### src/rtl/phase_unwrapper.sv
// rtl/phase_unwrapper.sv - removes +/-PI wraps from CORDIC phase and accumulates a wide continuous phase
// Two-stage pipeline: stage 1 forms the wrapped difference, stage 2 saturating-accumulates it.
module phase_unwrapper #(
    parameter int BIT_WIDTH_IN  = 27,
    parameter int BIT_WIDTH_OUT = 40,
    parameter int PI            = 26353586
) (
    input  logic                            clk_i,
    input  logic                            reset_i,
    input  logic                            clear_i,
    input  logic                            phi_valid_i,
    input  logic signed [BIT_WIDTH_IN-1:0]  phi_i,
    output logic signed [BIT_WIDTH_OUT-1:0] phi_unwrapped_o,
    output logic                            valid_o,
    output logic                            overflow_o
);

    localparam int WD = BIT_WIDTH_IN + 1;
    localparam logic signed [WD-1:0] PI_D     = WD'(PI);
    localparam logic signed [WD-1:0] TWO_PI_D = WD'(2 * PI);
    localparam logic signed [BIT_WIDTH_OUT-1:0] ACC_MAX = {1'b0, {(BIT_WIDTH_OUT-1){1'b1}}};
    localparam logic signed [BIT_WIDTH_OUT-1:0] ACC_MIN = {1'b1, {(BIT_WIDTH_OUT-1){1'b0}}};

    typedef enum logic {
        WAIT_FIRST = 1'b0,
        TRACK      = 1'b1
    } state_t;

    state_t r_state;
    state_t w_state_nxt;
    logic   w_first;

    logic signed [BIT_WIDTH_IN-1:0]  r_phi_prev;
    logic                            r_s1_valid;
    logic                            r_s1_first;
    logic signed [BIT_WIDTH_IN-1:0]  r_s1_phi;
    logic signed [WD-1:0]            r_s1_delta;
    logic signed [BIT_WIDTH_OUT-1:0] r_acc;
    logic                            r_valid;
    logic                            r_ovf;

    logic signed [WD-1:0]            w_raw;
    logic signed [WD-1:0]            w_delta;
    logic signed [BIT_WIDTH_OUT:0]   w_sum;
    logic signed [BIT_WIDTH_OUT-1:0] w_first_ext;

    // An accepted sample always leaves us tracking, even when it arrives with clear.
    always_comb begin
        w_state_nxt = r_state;
        w_first     = (r_state == WAIT_FIRST) || clear_i;
        if (phi_valid_i) begin
            w_state_nxt = TRACK;
        end else if (clear_i) begin
            w_state_nxt = WAIT_FIRST;
        end
    end

    always_ff @(posedge clk_i or posedge reset_i) begin
        if (reset_i) begin
            r_state <= WAIT_FIRST;
        end else begin
            r_state <= w_state_nxt;
        end
    end

    always_comb begin
        w_raw   = {phi_i[BIT_WIDTH_IN-1], phi_i} - {r_phi_prev[BIT_WIDTH_IN-1], r_phi_prev};
        w_delta = w_raw;
        if (w_raw > PI_D) begin
            w_delta = w_raw - TWO_PI_D;
        end else if (w_raw < -PI_D) begin
            w_delta = w_raw + TWO_PI_D;
        end
    end

    // One guard bit above the accumulator: disagreement with the MSB means we left the range.
    assign w_sum = {r_acc[BIT_WIDTH_OUT-1], r_acc}
                 + {{(BIT_WIDTH_OUT+1-WD){r_s1_delta[WD-1]}}, r_s1_delta};
    assign w_first_ext = {{(BIT_WIDTH_OUT-BIT_WIDTH_IN){r_s1_phi[BIT_WIDTH_IN-1]}}, r_s1_phi};

    always_ff @(posedge clk_i or posedge reset_i) begin
        if (reset_i) begin
            r_phi_prev <= '0;
            r_s1_valid <= 1'b0;
            r_s1_first <= 1'b0;
            r_s1_phi   <= '0;
            r_s1_delta <= '0;
        end else begin
            r_s1_valid <= phi_valid_i;
            if (phi_valid_i) begin
                r_s1_first <= w_first;
                r_s1_phi   <= phi_i;
                r_s1_delta <= w_delta;
                r_phi_prev <= phi_i;
            end
        end
    end

    always_ff @(posedge clk_i or posedge reset_i) begin
        if (reset_i) begin
            r_acc   <= '0;
            r_valid <= 1'b0;
            r_ovf   <= 1'b0;
        end else begin
            r_valid <= 1'b0;
            if (clear_i) begin
                r_acc <= '0;
                r_ovf <= 1'b0;
            end else if (r_s1_valid) begin
                r_valid <= 1'b1;
                if (r_s1_first) begin
                    r_acc <= w_first_ext;
                end else if (w_sum[BIT_WIDTH_OUT] != w_sum[BIT_WIDTH_OUT-1]) begin
                    r_acc <= w_sum[BIT_WIDTH_OUT] ? ACC_MIN : ACC_MAX;
                    r_ovf <= 1'b1;
                end else begin
                    r_acc <= w_sum[BIT_WIDTH_OUT-1:0];
                end
            end
        end
    end

    assign phi_unwrapped_o = r_acc;
    assign valid_o         = r_valid;
    assign overflow_o      = r_ovf;

endmodule

### config.mk
export PLATFORM = sky130hd
export DESIGN_NAME = phase_unwrapper
export DESIGN_NICKNAME = d
export VERILOG_FILES = /design/src/rtl/phase_unwrapper.sv
export SDC_FILE = /design/constraint.sdc
export NUM_CORES = 1
export LEC_CHECK = 0
export CAP_MARGIN = 5
export CORE_MARGIN = 2
export CORE_UTILIZATION = 45
export CTS_BUF_LIST = sky130_fd_sc_hd__clkbuf_4 sky130_fd_sc_hd__clkbuf_8
export CTS_CLUSTER_DIAMETER = 100
export DETAILED_ROUTE_END_ITERATION = 7
export DONT_BUFFER_PORTS = 1
export PLACE_DENSITY_LB_ADDON = 0.12
export SYNTH_ARGS = -nofsm -noshare
export SYNTH_HDL_FRONTEND = slang
export SYNTH_SLANG_ARGS = --single-unit
### constraint.sdc
create_clock -name clk_i -period 4.7 [get_ports clk_i]
set_clock_uncertainty 0.2 [all_clocks]
set_input_delay 0.94 -clock clk_i [delete_from_list [all_inputs] [get_ports clk_i]]
set_output_delay 0.94 -clock clk_i [all_outputs]
set_load 0.05 [all_outputs]
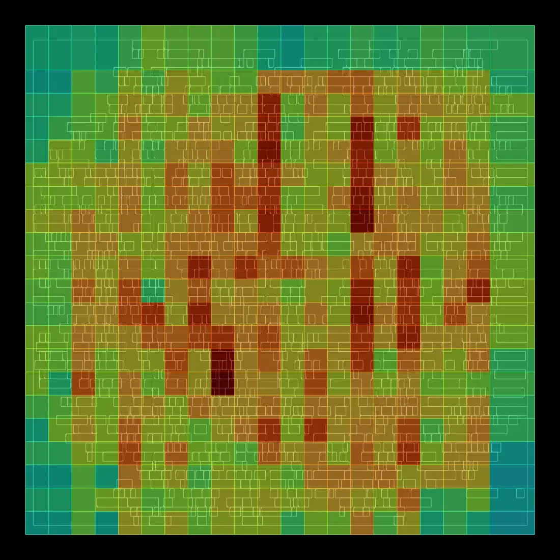
**Above:** run 1 (congestion heat map).
Routed wire per std cell: 18.3 microns
Core Util, Final: 54.9%
busiest metal layer after global routing: met2

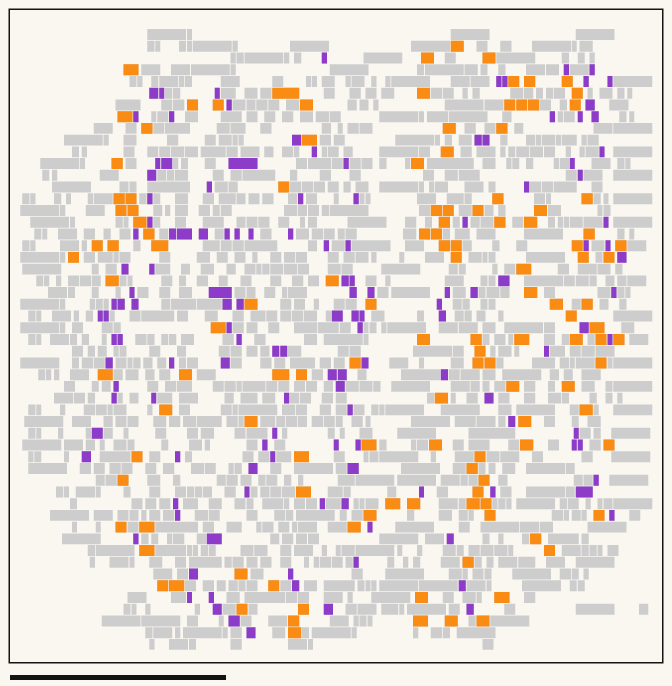
**Above:** run 1 (logic cells by family).
Scale bar: 50 microns.
family	color	cells	most used	where
NOR gates	purple	138	nor2_1	spread over the die
AND-OR and OR-AND gates	orange	127	a21o_1	spread over the die
proportion of cell area occupied by multi-input gates: 58.7%
tally of non-filler cells in the final layout: 1618

==> impl_table.tex, run 1 <==
% Implementation results table
\begin{tabular}{lr}
\hline
Metric & Value \\
\hline
\multicolumn{2}{l}{\textbf{Status}} \\
Run status & completed \\
\multicolumn{2}{l}{\textbf{Worst setup path}} \\
Highest fanout seen on the critical path & 7 \\
Critical R2R Capture & r\_s1\_delta[10]\$\_DFFE\_PP0P\_ \\
Worst setup path start & phi\_i[0] \\
CP Capture Type & register \\
Path length in cells of the critical path & 18 \\
Ordered list of cells on the worst path & inv\_1, ha\_1, inv\_1, fa\_1, a211oi\_1, buf\_4, o211ai\_4, a211o\_1, and4\_1, buf\_4, nor3\_1, nand4\_1, o211ai\_1, nor3b\_4, buf\_4, a2111o\_1, mux2i\_1, a211o\_1 \\
FF-to-FF setup slack & 0.24 ns \\
Cell at the slowest stage of the critical path & sky130\_fd\_sc\_hd\_\_fa\_1 \\
Worst setup SP type & input pin \\
WP data arrival & 4.57 ns \\
Crit path required time & 4.81 ns \\
Critical path's top delay family & AND-OR/OR-AND gates \\
Worst Setup Path Type & input pin to register \\
Number of cell instances on the worst register-to-register path & 17 \\
Buffer-and-inverter tally for the worst setup path & 5 \\
Most common cell on crit path & sky130\_fd\_sc\_hd\_\_buf\_4 \\
\multicolumn{2}{l}{\textbf{Power and ir drop}} \\
Switching power summed over all nets & 2.43 mW \\
Clock network power consumption & 0.710 mW \\
Portion of total power attributed to sequential cells & 24.0\% \\
Sequential Power & 1.24 mW \\
Max VDD drop & 0.168 mV \\
Total internal power & 2.74 mW \\
Clock share of power & 13.7\% \\
Final total power & 5.17 mW \\
Part of the power in combinational logic & 62.3\% \\
\multicolumn{2}{l}{\textbf{Logic synthesis}} \\
Post-synthesis share of cell area spent on full adders, half adders and majority gates & 9.39\% \\
Synth cell count leaders & sky130\_fd\_sc\_hd\_\_nand2\_1, sky130\_fd\_sc\_hd\_\_dfrtp\_1, sky130\_fd\_sc\_hd\_\_nor2\_1 \\
Main flop type after synthesis & sky130\_fd\_sc\_hd\_\_dfrtp\_1 \\
Multiplexer share & 1.48\% \\
Biggest area consumer among synthesized cells & sky130\_fd\_sc\_hd\_\_dfrtp\_1 \\
Flip-flops with a built-in enable & 0 \\
Top logic cell family in the synthesized netlist & AND-OR/OR-AND gates \\
Register area share after synthesis & 25.7\% \\
Combined area of all synthesized cells & 9750 sq um \\
Aoi share & 33.6\% \\
Top area contributor share & 25.7\% \\
Post-Synthesis Net Count & 1294 \\
Count of instantiated cells in the yosys netlist & 1191 \\
Total cell area reported by yosys after synthesis & 9750 sq um \\
Simple-gate area share of the yosys netlist & 19.0\% \\
Syn Inst Count & 1191 \\
Seq cells post-synth & 100 \\
Most frequently used cell type in the post-synthesis netlist & sky130\_fd\_sc\_hd\_\_nand2\_1 \\
Syn Area/Cell & 8.19 sq um \\
Parity-gate share of the synthesized area counting xor and xnor cells & 5.43\% \\
Asr flop ratio synth & 100\% \\
\multicolumn{2}{l}{\textbf{Floorplanning}} \\
Placement row count & 53 \\
Width of the chip & 151 microns \\
Die span in y & 151 microns \\
Number of top-level design ports & 73 \\
Chip Area & 22900 sq um \\
Number of tap cells added at floorplan & 275 \\
\multicolumn{2}{l}{\textbf{Final layout}} \\
Final-layout clock-cell area share & 2.04\% \\
Top cell class by occupied area & multi-input combinational cells \\
Fraction of layout instances using a drive strength above 1 & 20.4\% \\
Clock buffer count in the final layout & 9 \\
Fraction of standard cell area that is sequential & 21.5\% \\
Sequential cell area & 2500 sq um \\
Top library cells by usage in the layout, fill and taps aside & sky130\_fd\_sc\_hd\_\_buf\_4, sky130\_fd\_sc\_hd\_\_nand2\_1, sky130\_fd\_sc\_hd\_\_dfrtp\_1 \\
FF+latch count & 100 \\
Fillcell total & 2013 \\
Non-clock buffer share & 12.9\% \\
Non-clock inverter count in the final layout & 57 \\
Multi-input combinational gate total & 971 \\
Final non-filler cell area & 11600 sq um \\
Most used logic cell in the final layout & sky130\_fd\_sc\_hd\_\_buf\_4 \\
Area Growth Syn to Fin & 19.1\% \\
\multicolumn{2}{l}{\textbf{GRT}} \\
Pin count of the biggest net entering global routing & 100 \\
Initial antenna violation count & 0 \\
GR met2 Demand/Resource & 43.0\% \\
Global routing met3 resource utilization & 3.40\% \\
\multicolumn{2}{l}{\textbf{Routing}} \\
Wire length on met1 & 14100 microns \\
Iteration-0 DRC count of the detailed router & 484 \\
Detailed-router iteration count before antenna repair & 5 \\
ANT nets after route & 0 \\
Count of unresolved DRC violations after routing & 0 \\
Routed wire length & 29600 microns \\
\multicolumn{2}{l}{\textbf{Timing}} \\
Max-slew violation count & 0 \\
Worst rel slew slack & 31.5\% \\
Worst hold slack after final layout & 0.144 ns \\
Fin. Hold Viols & 0 \\
Slew @ Worst Pin & 1.02 ns \\
Peak Freq & 224 MHz \\
Final worst path period need & 4.46 ns \\
Post-route clock period utilization & 94.8\% \\
Final setup violating endpoints & 0 \\
\multicolumn{2}{l}{\textbf{Place}} \\
Placement-stage worst setup slack & -0.312 ns \\
Dpl cells & 1601 \\
Area after DPL & 11300 sq um \\
Placer's final routability congestion estimate & 0.898 \\
Number of port buffers & 0 \\
Placed wire-length estimate after detailed placement & 23400 microns \\
\multicolumn{2}{l}{\textbf{Clock tree}} \\
Clock slew at reported path FFs & 0.12 ns \\
Gates resized, CTS repair & 0 \\
Total setup buffers inserted after CTS & 0 \\
Sinks on the clock net & 100 \\
Number of levels in the clock H-tree & 3 \\
Clock tree from TritonCTS & done \\
Number of clock buffers inserted by TritonCTS & 9 \\
\multicolumn{2}{l}{\textbf{Job}} \\
Total number of warnings across the stage logs & 28 \\
\hline
\end{tabular}
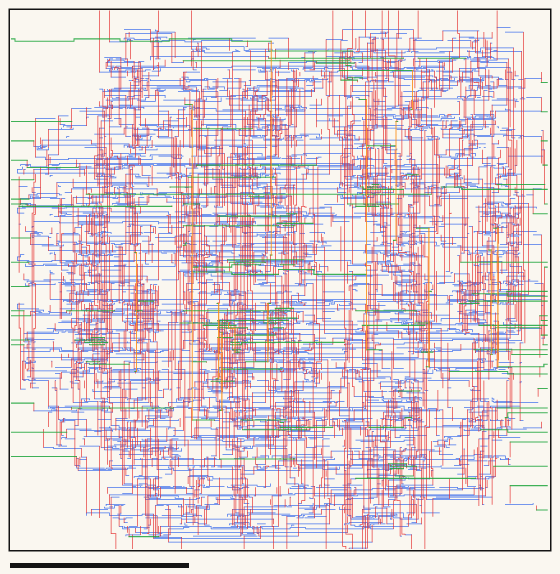
**Above:** run 1 (metal layers overlaid).
Scale bar: 50 microns.
layer	color	wire length
met3	green	1640 microns
met4	orange	472 microns
met2	red	13400 microns
met1	blue	14100 microns
vias post-DR: 9537
overall fraction of global-route tracks in use: 26.3%

## Run 2: what changed since run 1
Settings changed: SKIP_CTS_REPAIR_TIMING from default to 1.
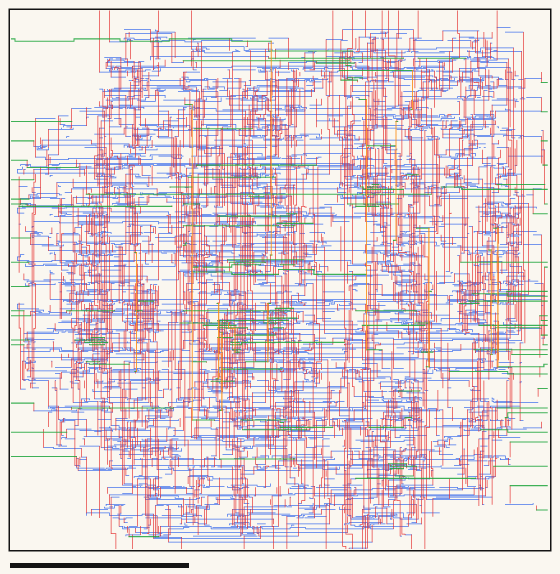
**Above:** run 2 (metal layers overlaid).
Scale bar: 50 microns.
layer	color	wire length
met2	red	13400 microns
met4	orange	472 microns
met1	blue	14100 microns
met3	green	1640 microns
routed wire length: 29600 microns

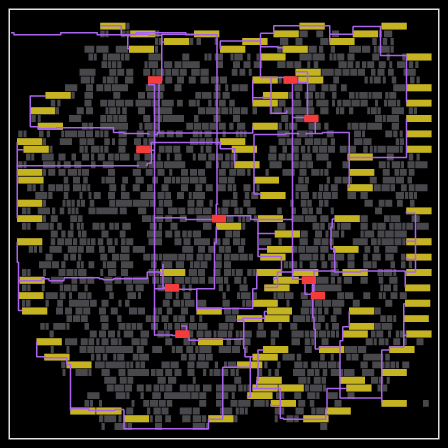
**Above:** run 2 (clock distribution).
[clock wires] purple | length: 1770 microns
[cells driving clock nets] red | count: 9
[flip-flops] yellow | count: 100
routed clock nets	10
flops lie	spread over the die
clock share of power: 13.7%
clock latency on the worst-skew pair: 0.42 ns

==> run 2 against run 1 <==
- hold slack did not move
- combinational power barely moved
- synthesized cell count did not move
- first-iteration DRC count did not move
- non-clock buffer count did not move
- routed wire length did not move
- synthesized area did not move
- register-to-register slack barely moved
- critical path type unchanged
- critical endpoint unchanged
==> impl_table.tex, run 2 <==
% Implementation results table
\begin{tabular}{lr}
\hline
Metric & Value \\
\hline
\multicolumn{2}{l}{\textbf{Final layout}} \\
Core Util, Final & 54.9\% (unchanged) \\
Final-layout clock-cell area share & 2.04\% (unchanged) \\
Tally of non-filler cells in the final layout & 1618 (unchanged) \\
Fillcell total & 2013 (unchanged) \\
Most used logic cell in the final layout & sky130\_fd\_sc\_hd\_\_buf\_4 (unchanged) \\
Non-clock buffer share & 12.9\% (unchanged) \\
Final non-filler cell area & 11600 sq um (unchanged) \\
FF+latch count & 100 (unchanged) \\
Non-clock buffer count & 199 (unchanged) \\
Non-clock inverter count in the final layout & 57 (unchanged) \\
Top cell class by occupied area & multi-input combinational cells (unchanged) \\
Multi-input combinational gate total & 971 (unchanged) \\
Proportion of cell area occupied by multi-input gates & 58.7\% (unchanged) \\
Top library cells by usage in the layout, fill and taps aside & sky130\_fd\_sc\_hd\_\_buf\_4, sky130\_fd\_sc\_hd\_\_nand2\_1, sky130\_fd\_sc\_hd\_\_dfrtp\_1 (unchanged) \\
Sequential cell area & 2500 sq um (unchanged) \\
Clock buffer count in the final layout & 9 (unchanged) \\
Combinational gate area & 6830 sq um (unchanged) \\
Area Growth Syn to Fin & 19.1\% (unchanged) \\
Fraction of standard cell area that is sequential & 21.5\% (unchanged) \\
Flip-flop count of the largest register after layout & 40 (unchanged) \\
Fraction of layout instances using a drive strength above 1 & 20.4\% (unchanged) \\
\multicolumn{2}{l}{\textbf{Worst setup path}} \\
Highest fanout seen on the critical path & 7 (unchanged) \\
Worst Setup Path Type & input pin to register (unchanged) \\
Worst setup path start & phi\_i[0] (unchanged) \\
Worst setup path endpoint & r\_s1\_delta[10]\$\_DFFE\_PP0P\_ (unchanged) \\
Buffer-and-inverter tally for the worst setup path & 5 (unchanged) \\
Number of cell instances on the worst register-to-register path & 17 (unchanged) \\
Path length in cells of the critical path & 18 (unchanged) \\
Worst setup SP type & input pin (unchanged) \\
Delay of the slowest cell on the worst path & 0.41 ns (about the same) \\
RR Startpoint & r\_s1\_phi[8]\$\_DFFE\_PP0P\_ (unchanged) \\
FF-to-FF setup slack & 0.24 ns (about the same) \\
Ordered list of cells on the worst path & inv\_1, ha\_1, inv\_1, fa\_1, a211oi\_1, buf\_4, o211ai\_4, a211o\_1, and4\_1, buf\_4, nor3\_1, nand4\_1, o211ai\_1, nor3b\_4, buf\_4, a2111o\_1, mux2i\_1, a211o\_1 (unchanged) \\
CP Capture Type & register (unchanged) \\
Most common cell on crit path & sky130\_fd\_sc\_hd\_\_buf\_4 (unchanged) \\
Critical R2R Capture & r\_s1\_delta[10]\$\_DFFE\_PP0P\_ (unchanged) \\
WP data arrival & 4.57 ns (about the same) \\
Crit path required time & 4.81 ns (about the same) \\
Cell at the slowest stage of the critical path & sky130\_fd\_sc\_hd\_\_fa\_1 (unchanged) \\
Critical path's top delay family & AND-OR/OR-AND gates (unchanged) \\
\multicolumn{2}{l}{\textbf{Timing}} \\
Final setup violating endpoints & 0 (unchanged) \\
Summed negative setup slack over all endpoints & 0 ns (unchanged) \\
Final worst path period need & 4.46 ns (unchanged) \\
Max-slew violation count & 0 (unchanged) \\
Worst rel slew slack & 31.5\% (unchanged) \\
Post-route clock period utilization & 94.8\% (unchanged) \\
Setup slack after layout & 0.242 ns (unchanged) \\
Fin. Hold Viols & 0 (unchanged) \\
Slew @ Worst Pin & 1.02 ns (unchanged) \\
Peak Freq & 224 MHz (unchanged) \\
Worst hold slack after final layout & 0.144 ns (unchanged) \\
\multicolumn{2}{l}{\textbf{GRT}} \\
GR met2 Demand/Resource & 43.0\% (unchanged) \\
GRT met1 Usage & 36.6\% (unchanged) \\
Initial antenna violation count & 0 (unchanged) \\
Global routing met3 resource utilization & 3.40\% (unchanged) \\
Overall fraction of global-route tracks in use & 26.3\% (unchanged) \\
Pin count of the biggest net entering global routing & 100 (unchanged) \\
Busiest metal layer after global routing & met2 (unchanged) \\
\multicolumn{2}{l}{\textbf{Worst hold path}} \\
Type of the tightest min-delay check & input pin to asynchronous set/reset pin (unchanged) \\
\multicolumn{2}{l}{\textbf{Logic synthesis}} \\
Syn Area/Cell & 8.19 sq um (unchanged) \\
Asr flop ratio synth & 100\% (unchanged) \\
Top area contributor share & 25.7\% (unchanged) \\
Count of yosys warnings during synthesis & 0 (unchanged) \\
Flip-flops with a built-in enable & 0 (unchanged) \\
Register area share after synthesis & 25.7\% (unchanged) \\
Total cell area reported by yosys after synthesis & 9750 sq um (unchanged) \\
Count of instantiated cells in the yosys netlist & 1191 (unchanged) \\
Multiplexer share & 1.48\% (unchanged) \\
Top logic cell family in the synthesized netlist & AND-OR/OR-AND gates (unchanged) \\
Unique cell types & 96 (unchanged) \\
Simple-gate area share of the yosys netlist & 19.0\% (unchanged) \\
Biggest area consumer among synthesized cells & sky130\_fd\_sc\_hd\_\_dfrtp\_1 (unchanged) \\
Most frequently used cell type in the post-synthesis netlist & sky130\_fd\_sc\_hd\_\_nand2\_1 (unchanged) \\
Main flop type after synthesis & sky130\_fd\_sc\_hd\_\_dfrtp\_1 (unchanged) \\
Aoi share & 33.6\% (unchanged) \\
Seq cells post-synth & 100 (unchanged) \\
Post-Synthesis Net Count & 1294 (unchanged) \\
Post-synthesis share of cell area spent on full adders, half adders and majority gates & 9.39\% (unchanged) \\
Combined area of all synthesized cells & 9750 sq um (unchanged) \\
Synth cell count leaders & sky130\_fd\_sc\_hd\_\_nand2\_1, sky130\_fd\_sc\_hd\_\_dfrtp\_1, sky130\_fd\_sc\_hd\_\_nor2\_1 (unchanged) \\
Syn Inst Count & 1191 (unchanged) \\
Parity-gate share of the synthesized area counting xor and xnor cells & 5.43\% (unchanged) \\
\multicolumn{2}{l}{\textbf{Clock tree}} \\
Number of clock buffers inserted by TritonCTS & 9 (unchanged) \\
Clock tree from TritonCTS & done (unchanged) \\
Number of buffers on the longest clock path & 2 (unchanged) \\
Clock slew at reported path FFs & 0.12 ns (about the same) \\
Sinks on the clock net & 100 (unchanged) \\
Clock root cell & sky130\_fd\_sc\_hd\_\_clkbuf\_8 (unchanged) \\
Number of levels in the clock H-tree & 3 (unchanged) \\
\multicolumn{2}{l}{\textbf{Routing}} \\
Vias post-DR & 9537 (unchanged) \\
Detailed-router iteration count before antenna repair & 5 (unchanged) \\
ANT nets after route & 0 (unchanged) \\
Uppermost layer routed & met4 (unchanged) \\
Wire length on met1 & 14100 microns (unchanged) \\
Count of unresolved DRC violations after routing & 0 (unchanged) \\
Iteration-0 DRC count of the detailed router & 484 (unchanged) \\
Routed wire per std cell & 18.3 microns (unchanged) \\
\multicolumn{2}{l}{\textbf{Floorplanning}} \\
Placeable Area & 21200 sq um (unchanged) \\
Number of top-level design ports & 73 (unchanged) \\
Placement row count & 53 (unchanged) \\
Chip Area & 22900 sq um (unchanged) \\
Die span in y & 151 microns (unchanged) \\
Number of tap cells added at floorplan & 275 (unchanged) \\
Width of the chip & 151 microns (unchanged) \\
\multicolumn{2}{l}{\textbf{Power and ir drop}} \\
Clock network power consumption & 0.710 mW (about the same) \\
Portion of total power attributed to sequential cells & 24.0\% (about the same) \\
Max VDD drop & 0.168 mV (unchanged) \\
Power group with the largest share & combinational cells (unchanged) \\
Sequential Power & 1.24 mW (about the same) \\
Switching share of power & 47.0\% (unchanged) \\
Comb power & 3.22 mW (about the same) \\
Switching power summed over all nets & 2.43 mW (unchanged) \\
Part of the power in combinational logic & 62.3\% (about the same) \\
Total internal power & 2.74 mW (unchanged) \\
Final total power & 5.17 mW (unchanged) \\
\multicolumn{2}{l}{\textbf{Status}} \\
Run status & completed (unchanged) \\
\multicolumn{2}{l}{\textbf{Place}} \\
Placed wire-length estimate after detailed placement & 23400 microns (unchanged) \\
Placement-stage worst setup slack & -0.312 ns (unchanged) \\
Placer's final routability congestion estimate & 0.898 (unchanged) \\
Area after DPL & 11300 sq um (unchanged) \\
Dpl cells & 1601 (unchanged) \\
Number of port buffers & 0 (unchanged) \\
\multicolumn{2}{l}{\textbf{Job}} \\
Total number of warnings across the stage logs & 28 (unchanged) \\
\hline
\end{tabular}
## Run 3: what changed since run 2
Settings changed: CORE_MARGIN 2 to default.
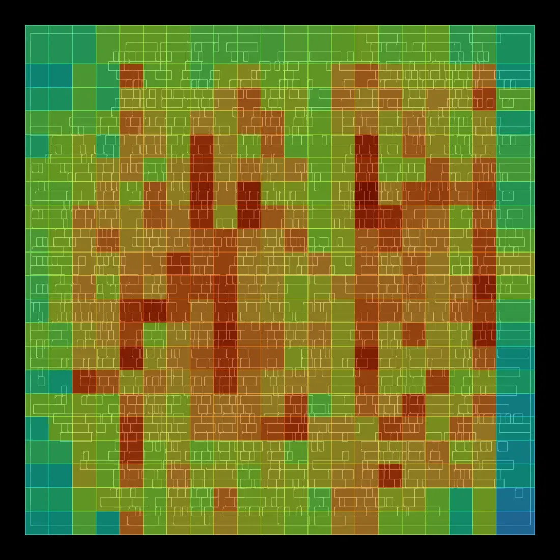
**Above:** run 3 (congestion heat map).
GRT met1 Usage: 38.0%
Routed wire per std cell: 18.5 microns

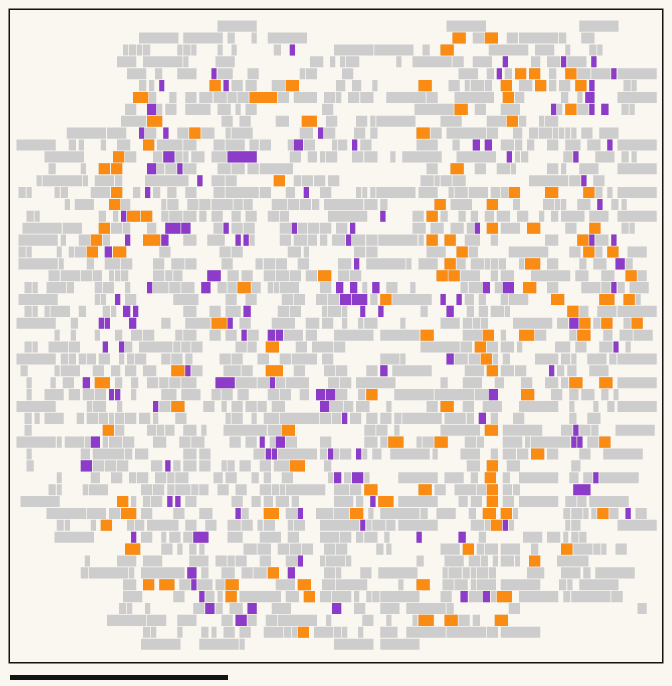
**Above:** run 3 (logic cells by family).
Scale bar: 50 microns.
family	color	cells	most used	where
AND-OR and OR-AND gates	orange	127	a21o_1	spread over the die
NOR gates	purple	138	nor2_1	spread over the die
tally of non-filler cells in the final layout: 1612
most used logic cell in the final layout: sky130_fd_sc_hd__buf_4

==> run 3 against run 2 <==
- worst setup slack got worse by 0.11 ns
- via count is 0.60% higher
- synthesized cell count did not move
- sequential power about the same
- non-clock buffer count fell by 8
- clock power fell by 14%
- die area is 2.6% lower
- synthesized area is the same
- critical path depth shrank 1
- sequential cell count unchanged
- maximum frequency is 2.4% lower
- cell count is 0.37% lower
- critical path type is now register to register
==> impl_table.tex, run 3 <==
% Implementation results table
\begin{tabular}{lr}
\hline
Metric & Value \\
\hline
\multicolumn{2}{l}{\textbf{Clock tree}} \\
Clock root cell & sky130\_fd\_sc\_hd\_\_clkbuf\_8 (unchanged) \\
Clock latency on the worst-skew pair & 0.41 ns (was 0.42 ns) \\
Clock slew at reported path FFs & 0.12 ns (about the same) \\
Clock tree from TritonCTS & done (unchanged) \\
Number of buffers on the longest clock path & 2 (unchanged) \\
Sinks on the clock net & 100 (unchanged) \\
Number of levels in the clock H-tree & 3 (unchanged) \\
Number of clock buffers inserted by TritonCTS & 9 (unchanged) \\
\multicolumn{2}{l}{\textbf{Worst setup path}} \\
Critical path's top delay family & AND-OR/OR-AND gates (unchanged) \\
Buffer-and-inverter tally for the worst setup path & 5 (unchanged) \\
Ordered list of cells on the worst path & inv\_1, ha\_1, a2111oi\_4, buf\_4, a21oi\_1, o311ai\_1, buf\_4, nor2\_1, buf\_4, nor3\_1, nand4\_1, o211ai\_1, nor3b\_4, buf\_4, a2111o\_1, mux2i\_1, a211o\_1 (was inv\_1, ha\_1, inv\_1, fa\_1, a211oi\_1, buf\_4, o211ai\_4, a211o\_1, and4\_1, buf\_4, nor3\_1, nand4\_1, o211ai\_1, nor3b\_4, buf\_4, a2111o\_1, mux2i\_1, a211o\_1) \\
Worst setup path endpoint & r\_s1\_delta[10]\$\_DFFE\_PP0P\_ (unchanged) \\
Crit path required time & 4.81 ns (about the same) \\
Worst Setup Path Type & register to register (was input pin to register) \\
FF-to-FF setup slack & 0.13 ns (was 0.24 ns) \\
Most common cell on crit path & sky130\_fd\_sc\_hd\_\_buf\_4 (unchanged) \\
Number of cell instances on the worst register-to-register path & 17 (unchanged) \\
RR Startpoint & r\_s1\_phi[6]\$\_DFFE\_PP0P\_ (was r\_s1\_phi[8]\$\_DFFE\_PP0P\_) \\
Cell at the slowest stage of the critical path & sky130\_fd\_sc\_hd\_\_o311ai\_1 (was sky130\_fd\_sc\_hd\_\_fa\_1) \\
Worst setup path start & r\_s1\_phi[6]\$\_DFFE\_PP0P\_ (was phi\_i[0]) \\
WP data arrival & 4.68 ns (was 4.57 ns) \\
Path length in cells of the critical path & 17 (was 18) \\
Critical R2R Capture & r\_s1\_delta[10]\$\_DFFE\_PP0P\_ (unchanged) \\
Highest fanout seen on the critical path & 7 (unchanged) \\
Worst setup SP type & register (was input pin) \\
Delay of the slowest cell on the worst path & 0.43 ns (was 0.41 ns) \\
\multicolumn{2}{l}{\textbf{GRT}} \\
Initial antenna violation count & 1 (was 0) \\
Global-route wire length before repair & 47200 microns (about the same) \\
Global routing met3 resource utilization & 2.94\% (was 3.40\%) \\
Pin count of the biggest net entering global routing & 100 (unchanged) \\
Busiest metal layer after global routing & met2 (unchanged) \\
GR met2 Demand/Resource & 43.5\% (was 43.0\%) \\
Overall fraction of global-route tracks in use & 27.1\% (was 26.3\%) \\
\multicolumn{2}{l}{\textbf{Logic synthesis}} \\
Unique cell types & 96 (unchanged) \\
Synth cell count leaders & sky130\_fd\_sc\_hd\_\_nand2\_1, sky130\_fd\_sc\_hd\_\_dfrtp\_1, sky130\_fd\_sc\_hd\_\_nor2\_1 (unchanged) \\
Simple-gate area share of the yosys netlist & 19.0\% (unchanged) \\
Top area contributor share & 25.7\% (unchanged) \\
Post-Synthesis Net Count & 1294 (unchanged) \\
Post-synthesis share of cell area spent on full adders, half adders and majority gates & 9.39\% (unchanged) \\
Parity-gate share of the synthesized area counting xor and xnor cells & 5.43\% (unchanged) \\
Register area share after synthesis & 25.7\% (unchanged) \\
Syn Inst Count & 1191 (unchanged) \\
Count of instantiated cells in the yosys netlist & 1191 (unchanged) \\
Seq cells post-synth & 100 (unchanged) \\
Aoi share & 33.6\% (unchanged) \\
Multiplexer share & 1.48\% (unchanged) \\
Asr flop ratio synth & 100\% (unchanged) \\
Biggest area consumer among synthesized cells & sky130\_fd\_sc\_hd\_\_dfrtp\_1 (unchanged) \\
Syn Area/Cell & 8.19 sq um (unchanged) \\
Combined area of all synthesized cells & 9750 sq um (unchanged) \\
Total cell area reported by yosys after synthesis & 9750 sq um (unchanged) \\
Count of yosys warnings during synthesis & 0 (unchanged) \\
Most frequently used cell type in the post-synthesis netlist & sky130\_fd\_sc\_hd\_\_nand2\_1 (unchanged) \\
Flip-flops with a built-in enable & 0 (unchanged) \\
\multicolumn{2}{l}{\textbf{Floorplanning}} \\
Die span in y & 149 microns (was 151 microns) \\
Number of top-level design ports & 73 (unchanged) \\
Width of the chip & 149 microns (was 151 microns) \\
Placeable Area & 21200 sq um (unchanged) \\
Number of tap cells added at floorplan & 275 (unchanged) \\
Placement row count & 53 (unchanged) \\
Chip Area & 22300 sq um (was 22900 sq um) \\
\multicolumn{2}{l}{\textbf{Final layout}} \\
Fraction of layout instances using a drive strength above 1 & 20.1\% (was 20.4\%) \\
Final-layout clock-cell area share & 1.65\% (was 2.04\%) \\
Area Growth Syn to Fin & 18.3\% (was 19.1\%) \\
Sequential cell area & 2500 sq um (unchanged) \\
Core Util, Final & 54.6\% (was 54.9\%) \\
Non-clock inverter count in the final layout & 57 (unchanged) \\
Multi-input combinational gate total & 972 (was 971) \\
Fillcell total & 2014 (was 2013) \\
Fraction of standard cell area that is sequential & 21.7\% (was 21.5\%) \\
Final non-filler cell area & 11500 sq um (was 11600 sq um) \\
Clock buffer count in the final layout & 10 (was 9) \\
Top cell class by occupied area & multi-input combinational cells (unchanged) \\
Non-clock buffer count & 191 (was 199) \\
Flip-flop count of the largest register after layout & 40 (unchanged) \\
Top library cells by usage in the layout, fill and taps aside & sky130\_fd\_sc\_hd\_\_buf\_4, sky130\_fd\_sc\_hd\_\_nand2\_1, sky130\_fd\_sc\_hd\_\_dfrtp\_1 (unchanged) \\
FF+latch count & 100 (unchanged) \\
Combinational gate area & 6850 sq um (was 6830 sq um) \\
Proportion of cell area occupied by multi-input gates & 59.4\% (was 58.7\%) \\
\multicolumn{2}{l}{\textbf{Power and ir drop}} \\
Switching power summed over all nets & 2.42 mW (was 2.43 mW) \\
Part of the power in combinational logic & 63.3\% (was 62.3\%) \\
Power density cells & 438 nW/um\^{}2 (was 445 nW/um\^{}2) \\
Final total power & 5.05 mW (was 5.17 mW) \\
Power group with the largest share & combinational cells (unchanged) \\
Max VDD drop & 0.175 mV (was 0.168 mV) \\
Comb power & 3.20 mW (was 3.22 mW) \\
Clock network power consumption & 0.611 mW (was 0.710 mW) \\
Portion of total power attributed to sequential cells & 24.6\% (was 24.0\%) \\
Total internal power & 2.63 mW (was 2.74 mW) \\
Clock share of power & 12.1\% (was 13.7\%) \\
Switching share of power & 47.9\% (was 47.0\%) \\
\multicolumn{2}{l}{\textbf{Timing}} \\
Post-route clock period utilization & 97.2\% (was 94.8\%) \\
Setup slack after layout & 0.131 ns (was 0.242 ns) \\
Max-slew violation count & 0 (unchanged) \\
Fin. Hold Viols & 0 (unchanged) \\
Final setup violating endpoints & 0 (unchanged) \\
Final worst path period need & 4.57 ns (was 4.46 ns) \\
Slew @ Worst Pin & 0.996 ns (was 1.02 ns) \\
Worst rel slew slack & 33.5\% (was 31.5\%) \\
Peak Freq & 219 MHz (was 224 MHz) \\
Summed negative setup slack over all endpoints & 0 ns (unchanged) \\
\multicolumn{2}{l}{\textbf{Routing}} \\
Count of unresolved DRC violations after routing & 0 (unchanged) \\
Iteration-0 DRC count of the detailed router & 580 (was 484) \\
Vias post-DR & 9594 (was 9537) \\
Detailed-router iteration count before antenna repair & 5 (unchanged) \\
Routed wire length & 29800 microns (was 29600 microns) \\
Wire length on met1 & 14200 microns (was 14100 microns) \\
ANT nets after route & 0 (unchanged) \\
Uppermost layer routed & met4 (unchanged) \\
\multicolumn{2}{l}{\textbf{Place}} \\
Placer's final routability congestion estimate & 0.890 (was 0.898) \\
Number of port buffers & 0 (unchanged) \\
Placed wire-length estimate after detailed placement & 23300 microns (was 23400 microns) \\
Dpl cells & 1593 (was 1601) \\
Placement-stage worst setup slack & -0.358 ns (was -0.312 ns) \\
\multicolumn{2}{l}{\textbf{Status}} \\
Run status & completed (unchanged) \\
\multicolumn{2}{l}{\textbf{Worst hold path}} \\
Type of the tightest min-delay check & register to register (was input pin to asynchronous set/reset pin) \\
Cell depth of the worst min-delay path & 1 \\
\multicolumn{2}{l}{\textbf{Job}} \\
Total number of warnings across the stage logs & 29 (was 28) \\
\hline
\end{tabular}
Power and IR drop assume default switching activity.
